<file path="src/rtl/seg7_scan_display.sv">
// seg7_scan_display: scans 2*NUM_FIELDS digits (seg, one-hot digit_en, colon, frame_start) from a per-frame snapshot of current_time or stopwatch_time chosen by state
module seg7_scan_display #(
  parameter int NUM_FIELDS = 3,
  parameter int FIELD_W = 6,
  parameter int SCAN_DIV = 1000,
  parameter int BLINK_DIV = 500000,
  parameter bit SEG_ACTIVE_LOW = 1'b0
) (
  input  logic clk,
  input  logic reset,
  input  logic [2:0] state,
  input  logic [NUM_FIELDS*FIELD_W-1:0] current_time,
  input  logic [NUM_FIELDS*FIELD_W-1:0] stopwatch_time,
  output logic [6:0] seg,
  output logic [2*NUM_FIELDS-1:0] digit_en,
  output logic colon,
  output logic frame_start
);
  localparam int DIGITS = 2*NUM_FIELDS;
  localparam int IW = $clog2(DIGITS);
  localparam int SW = $clog2(SCAN_DIV);
  localparam int BW = $clog2(BLINK_DIV);
  localparam int VW = NUM_FIELDS*FIELD_W;
  logic [SW-1:0] scan_cnt;
  logic [IW-1:0] digit_idx, next_idx;
  logic [BW-1:0] blink_cnt;
  logic blink_phase, scan_tick, wrap, blink_tick, over, blank, colon_n;
  logic [VW-1:0] snap, src, frame_val;
  logic [2:0] st_q, frame_st;
  logic [FIELD_W-1:0] fv;
  logic [3:0] dig;
  logic [6:0] seg_n;
  int fld, set_f;
  function automatic logic [6:0] decode(input logic [3:0] d);
    case (d)
      4'd0: decode = 7'b0111111;
      4'd1: decode = 7'b0000110;
      4'd2: decode = 7'b1011011;
      4'd3: decode = 7'b1001111;
      4'd4: decode = 7'b1100110;
      4'd5: decode = 7'b1101101;
      4'd6: decode = 7'b1111101;
      4'd7: decode = 7'b0000111;
      4'd8: decode = 7'b1111111;
      4'd9: decode = 7'b1101111;
      default: decode = 7'b0000000;
    endcase
  endfunction
  always_comb begin
    scan_tick = scan_cnt == SW'(SCAN_DIV-1);
    wrap = scan_tick && digit_idx == IW'(DIGITS-1);
    next_idx = digit_idx == IW'(DIGITS-1) ? '0 : digit_idx + IW'(1);
    blink_tick = blink_cnt == BW'(BLINK_DIV-1);
    src = (state == 3'd4 || state == 3'd5) ? stopwatch_time : current_time;
    frame_val = wrap ? src : snap;
    frame_st = wrap ? state : st_q;
    fld = int'(next_idx) >> 1;
    set_f = frame_st == 3'd1 ? NUM_FIELDS-1 : frame_st == 3'd2 ? 1 : 0;
    fv = frame_val[fld*FIELD_W +: FIELD_W];
    over = 32'(fv) > 32'd99;
    dig = 4'(next_idx[0] ? 32'(fv) / 32'd10 : 32'(fv) % 32'd10);
    blank = frame_st[2:1] == 2'b11 || (frame_st inside {3'd1, 3'd2, 3'd3} && fld == set_f && blink_phase);
    seg_n = blank ? 7'b0000000 : over ? 7'b1000000 : decode(dig);
    colon_n = (state == 3'd0 || state == 3'd4) ? ~blink_phase : state[2:1] != 2'b11;
  end
  always_ff @(posedge clk) begin
    if (!reset) begin
      scan_cnt <= '0;
      digit_idx <= IW'(DIGITS-1);
      blink_cnt <= '0;
      blink_phase <= 1'b0;
      snap <= '0;
      st_q <= '0;
      seg <= {7{SEG_ACTIVE_LOW}};
      digit_en <= {DIGITS{SEG_ACTIVE_LOW}};
      colon <= 1'b0;
      frame_start <= 1'b0;
    end else begin
      scan_cnt <= scan_tick ? '0 : scan_cnt + SW'(1);
      blink_cnt <= blink_tick ? '0 : blink_cnt + BW'(1);
      blink_phase <= blink_phase ^ blink_tick;
      colon <= colon_n;
      frame_start <= wrap;
      if (wrap) begin
        snap <= src;
        st_q <= state;
      end
      if (scan_tick) begin
        digit_idx <= next_idx;
        seg <= seg_n ^ {7{SEG_ACTIVE_LOW}};
        digit_en <= (DIGITS'(1) << next_idx) ^ {DIGITS{SEG_ACTIVE_LOW}};
      end
    end
  end
endmodule
</file>
<file path="config.mk">
export PLATFORM = sky130hd
export DESIGN_NAME = seg7_scan_display
export DESIGN_NICKNAME = d
export VERILOG_FILES = /design/src/rtl/seg7_scan_display.sv
export SDC_FILE = /design/constraint.sdc
export NUM_CORES = 1
export LEC_CHECK = 0
export ABC_AREA = 0
export CAP_MARGIN = 15
export CELL_PAD_IN_SITES_DETAIL_PLACEMENT = 0
export CELL_PAD_IN_SITES_GLOBAL_PLACEMENT = 2
export CORE_MARGIN = 2
export CORE_UTILIZATION = 30
export CTS_CLUSTER_DIAMETER = 100
export DETAILED_ROUTE_END_ITERATION = 7
export PLACE_DENSITY_LB_ADDON = 0.1
export SLEW_MARGIN = 20
export SYNTH_ARGS = -nofsm -noshare
export SYNTH_HDL_FRONTEND = slang
export SYNTH_SLANG_ARGS = --single-unit
</file>
<file path="constraint.sdc">
create_clock -name clk -period 5 [get_ports clk]
set_clock_uncertainty 0.15 [all_clocks]
set_input_delay 1 -clock clk [delete_from_list [all_inputs] [get_ports clk]]
set_output_delay 1 -clock clk [all_outputs]
set_load 0.02 [all_outputs]
</file>
==> reports/qor.yml, run 1 <==
synthesis:
  ys.flops: 69
  synth_cells: 511
  syn_area_mm2: 0.00431
  async_flop_share: 0
  synth-edff-count: 0
  simple_gate_share: 0.234
  yosys.stat.seqShare: 0.320
  mux_area_frac: 0.0998
drt:
  viasPerCell: 4.94
  drt_iter0_drc: 198
  via_count: 3939
  drcViolationCount: 0
place:
  dp_hpwl_mm: 8.97
  place_ws_ps: -584
  globalplace.congestion: 0.844
outcome:
  status: "finished clean"
setup_path:
  worstPathArrival_ps: 4790
  cp_cell_sequence: "ha_4, nand4b_4, or4_1, nor2_2, or2_1, inv_2, buf_4, ha_1, or2_2, a211oi_1, a221o_1, a32oi_4, buf_4, mux2_4, and4_2, a211o_4, a211oi_1, o21ai_1"
  r2r_slack_ps: 280
  endpoint_kind: "flip-flop"
floorplan:
  die_area_mm2: 0.0153
  fp.dieW_um: 124
  num_rows: 43
cells_and_area:
  fin_nets: 668
worst_hold_path:
  hold_end: "seg[5]"
  hold_start: "seg[5]"
  hold_depth: 2
grt:
  grt_usage: 0.168
  grt_pass1_vias: 3969
run:
  warning_count: 32
timing:
  period_needed_ps: 4720
  tns_ps: 0
  finalCritPeriodShare: 0.944
  slew_headroom: 0.517
pwr:
  ir_worst_vdd_uv: 176
clock_tree:
  cts_root_buf: "clkbuf_16"
==> run 1: sequential cells by signal, summed over array words and instances, names as in the netlist <==
signal / cells
colon: 1
frame_start: 1
seg: 7
snap: 18
digit_en: 6
scan_cnt: 10
st_q: 3
blink_phase: 1
blink_cnt: 19
digit_idx: 3
==> run 1: critical path: cells and delay by family, from the launching register on <==
| kind | cells | cell delay (ps) |
|---|---|---|
| AND/OR/NAND/NOR | 6 | 1620 |
| AND-OR/OR-AND | 6 | 1370 |
| buffers and inverters | 3 | 390 |
| adder cells (fa/ha/maj) | 2 | 370 |
| flip-flops | 1 | 360 |
| multiplexers | 1 | 310 |
==> run 1: routing by layer <==
metal  track usage  wire (um)  vias up
li1              -          -     2034
met2         0.264       5380       41
met1         0.234       6160     1853
met3        0.0325        260       11
met5             0          0        -
met4        0.0497        142        0
==> run 1: power by group <==
part | switching [uW] | internal [uW] | leakage (uW)
registers | 4.93 | 555 | 0.000558
logic | 31.8 | 46.0 | 0.00161
clock network | 239 | 360 | 0.000135
total | 276 | 961 | 0.00231
==> run 1: cells in the mapped netlist (6+ instances only) <==
library cell | number | area, um^2
a211oi_1 | 23 | 173
nor3_1 | 8 | 40.0
clkbuf_1 | 15 | 56.3
buf_2 | 7 | 35.0
inv_1 | 14 | 52.6
xnor2_1 | 14 | 123
mux2i_1 | 34 | 340
a21oi_1 | 20 | 100
nor2_1 | 75 | 282
nand3_1 | 19 | 95.1
ha_1 | 13 | 163
o21ai_0 | 9 | 45.0
xor2_1 | 14 | 123
dfxtp_1 | 69 | 1380
nand2b_1 | 6 | 37.5
nand2_1 | 50 | 188
==> run 1: what timing repair did <==
action,4_1_cts,5_1_grt
gates resized,27,7
hold buffers,0,0
buffers inserted,5,0
endpoints found under the setup margin,7,7
pin swaps,19,9
==> run 1: per-stage QoR <==
step	util	hold slack, ps	power [uW]
2_1_floorplan	-	276	602
3_3_place_gp	0.398	291	650
3_5_place_dp	0.398	296	651
4_1_cts	0.428	304	1260
5_1_grt	0.430	332	1290
6_report	0.430	300	1240
==> run 1: kinds of logic after synthesis <==
kind of cell / after synthesis
flops: 69
buf+inv: 46
simple gates: 206
compound gates: 107
fa+ha+maj: 13
mux: 42
xor+xnor: 28
==> run 1: final cells by class <==
| type | count | area [um^2] |
|---|---|---|
| inverter | 19 | 71.3 |
| sequential | 69 | 1390 |
| multi-input combinational | 396 | 2990 |
| clock buffer | 12 | 256 |
| tap | 180 | 225 |
| fill | 1382 | 7950 |
| timing repair buffer | 119 | 1040 |
| clock inverter | 3 | 21.3 |
==> run 1: worst max-delay path by stage <==
stage | from | to | depth (start not counted)
5_1_grt | state[1] | seg[0] | 23
2_1_floorplan | scan_cnt[1] | seg[3] | 21
3_3_place_gp | state[1] | seg[6] | 22
6_report | scan_cnt[0] | seg[5] | 18
4_1_cts | state[2] | seg[0] | 22
3_5_place_dp | state[1] | seg[6] | 21
Run 1, metal 3:
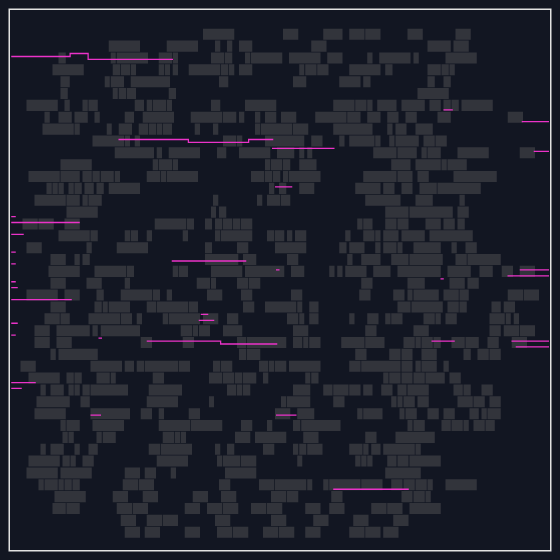
wire length on this layer: 261 um
main direction: horizontal
share of all routed wire: 2.2%
longest straight run: 19.3 um

Run 1, clock network drawn from the DEF:
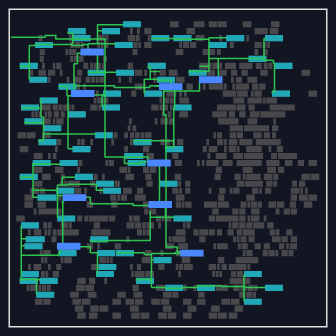
[clock wires] green | length: 1080 um
[flip-flops] cyan | count: 69
[cells driving clock nets] blue | count: 9
flops lie: all over the die
Worst-Skew Late Latency: 330 ps
P_clk: 599 uW
Clk pwr share: 0.485

Run 1, sizing map:
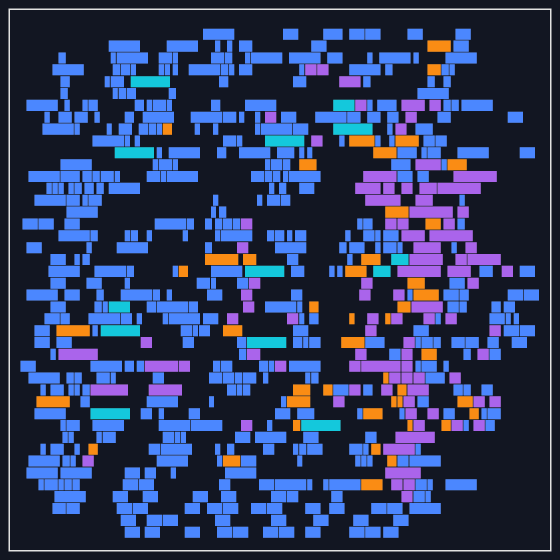
[drive 1 or less] blue | cells: 469
[drive 6 and up] cyan | cells: 13
[drive 2] orange | cells: 44
[drive 3 to 4] purple | cells: 92
Area Growth Syn to Fin: 38.9%
fin worst setup slack: 282 ps
Design Area, Final: 0.00599 mm^2
Buffers excl. clock: 119

Run 1, logic cells by family:
Scale bar: 20 um.
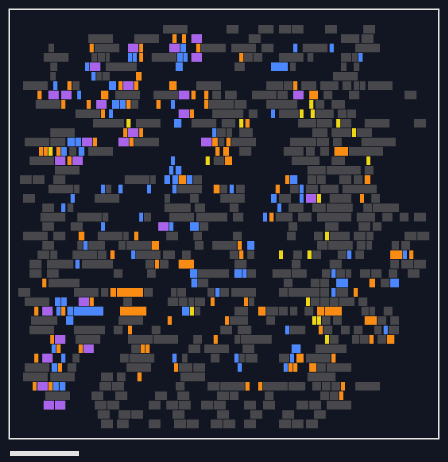
[NOR gates] orange | cells: 99 | most used: nor2_1 | where: all over the die
[inverters] yellow | cells: 19 | most used: inv_1
[NAND gates] blue | cells: 84 | most used: nand2_1 | where: all over the die
[XOR/XNOR gates] purple | cells: 28

==> run 2: changes to the inputs <==
--- a/config.mk
+++ b/config.mk
@@ -7,12 +7,13 @@
 export LEC_CHECK = 0
 export ABC_AREA = 0
 export CAP_MARGIN = 15
-export CELL_PAD_IN_SITES_DETAIL_PLACEMENT = 0
+export CELL_PAD_IN_SITES_DETAIL_PLACEMENT = 1
 export CELL_PAD_IN_SITES_GLOBAL_PLACEMENT = 2
 export CORE_MARGIN = 2
 export CORE_UTILIZATION = 30
 export CTS_CLUSTER_DIAMETER = 100
 export DETAILED_ROUTE_END_ITERATION = 7
+export MAX_ROUTING_LAYER = met4
 export PLACE_DENSITY_LB_ADDON = 0.1
 export SLEW_MARGIN = 20
 export SYNTH_ARGS = -nofsm -noshare
Run 2, congestion heat map:
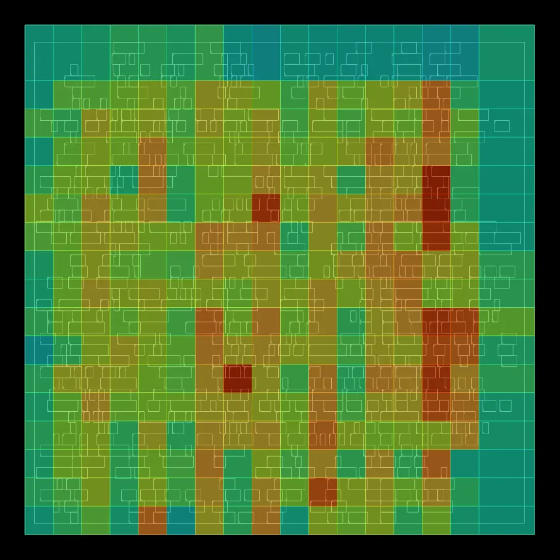
routing usage on met2: 0.301
M1 GR Usage: 0.240

==> run 2 against run 1 <==
Maximum frequency decreased by 2.1%. Global-route usage increased by 1.8 points. Wire length increased by 9.5%.
==> reports/qor.yml, run 2 <==
outcome:
  status: "finished clean"
synthesis:
  synth_cells: 511
  async_flop_share: 0
  yosys.area.top_type: "dfxtp_1"
  area_leaders: "dfxtp_1 32%, mux2i_1 7.9%, nor2_1 6.5%"
  top_area_frac: 0.320
  synth.most_common_cell: "nor2_1"
  yosys.stat.seqShare: 0.320
place:
  dp_hpwl_mm: 9.67
  place_ws_ps: -698
cells_and_area:
  reg_top3: "blink_cnt x19, snap x18, scan_cnt x10"
  regMostFlops: "blink_cnt"
  fin_nets: 684
  largest_register_ffs: 19
pwr:
  netSwitchingFraction: 0.219
  internal_power_uw: 1040
  p_seq_frac: 0.421
  clock_power_share: 0.519
drt:
  drt_iter0_drc: 166
  viasPerCell: 5.07
setup_path:
  endpoint_kind: "flip-flop"
  path_buffers: 5
floorplan:
  num_rows: 43
  fp.dieW_um: 124
worst_hold_path:
  hold_start: "scan_cnt[0]"
timing:
  timing.hold.ws_ps: 302
run:
  warning_count: 32
run 2: per-stage QoR:
step	power [uW]	util
2_1_floorplan	602	-
4_1_cts	1350	0.440
3_3_place_gp	650	0.398
6_report	1330	0.448
3_5_place_dp	651	0.398
5_1_grt	1370	0.448
run 2: power groups by stage:
stage / combinational (uW) / sequential [uW] / clock [uW]
floorplan: 29.9 / 572 / 0
global placement: 78.0 / 572 / 0
detailed placement: 79.3 / 572 / 0
CTS: 82.0 / 560 / 708
global route: 87.1 / 560 / 728
finish: 79.5 / 559 / 689
run 2: layout make-up:
class,count,area [um^2]
Fill cell,1647,7690
Multi-Input combinational cell,396,3060
Sequential cell,69,1400
Timing Repair Buffer,135,1170
Clock buffer,10,229
Tap cell,180,225
Clock inverter,6,86.3
Inverter,19,76.3
run 2: worst max path at each step:
stage	to	slack [ps]	cells after the start
after floorplan	seg[3]	30	21
after global routing	seg[4]	-60	25
after detailed placement	seg[6]	-700	21
after global placement	seg[6]	-580	22
final	seg[4]	180	21
after CTS	seg[2]	150	24
run 2: cells by family (layout without fill, tap and decap cells):
logic type,Yosys count,after routing,synth area share
XOR/XNOR,28,28,0.0569
adder cells (fa/ha/maj),13,13,0.0377
AND/OR/NAND/NOR,206,206,0.234
multiplexers,42,42,0.0998
flip-flops,69,69,0.320
AND-OR/OR-AND,107,107,0.207
buffers and inverters,46,170,0.0438
run 2: per-layer routing:
metal,GRT usage,part of all wire,vias up
met5,-,0,-
met2,0.301,0.48,42
met1,0.240,0.48,2006
li1,-,-,2067
met4,0.0568,0.016,0
met3,0.0325,0.021,16
run 2: repair_timing:
item                                    4_1_cts  5_1_grt
pin swaps                                    18       17
endpoints found under the setup margin        7        7
resized                                      38       28
hold endpoints to repair                      0        0
buffers inserted                             14        7
Power is estimated from default activity; no workload was simulated.
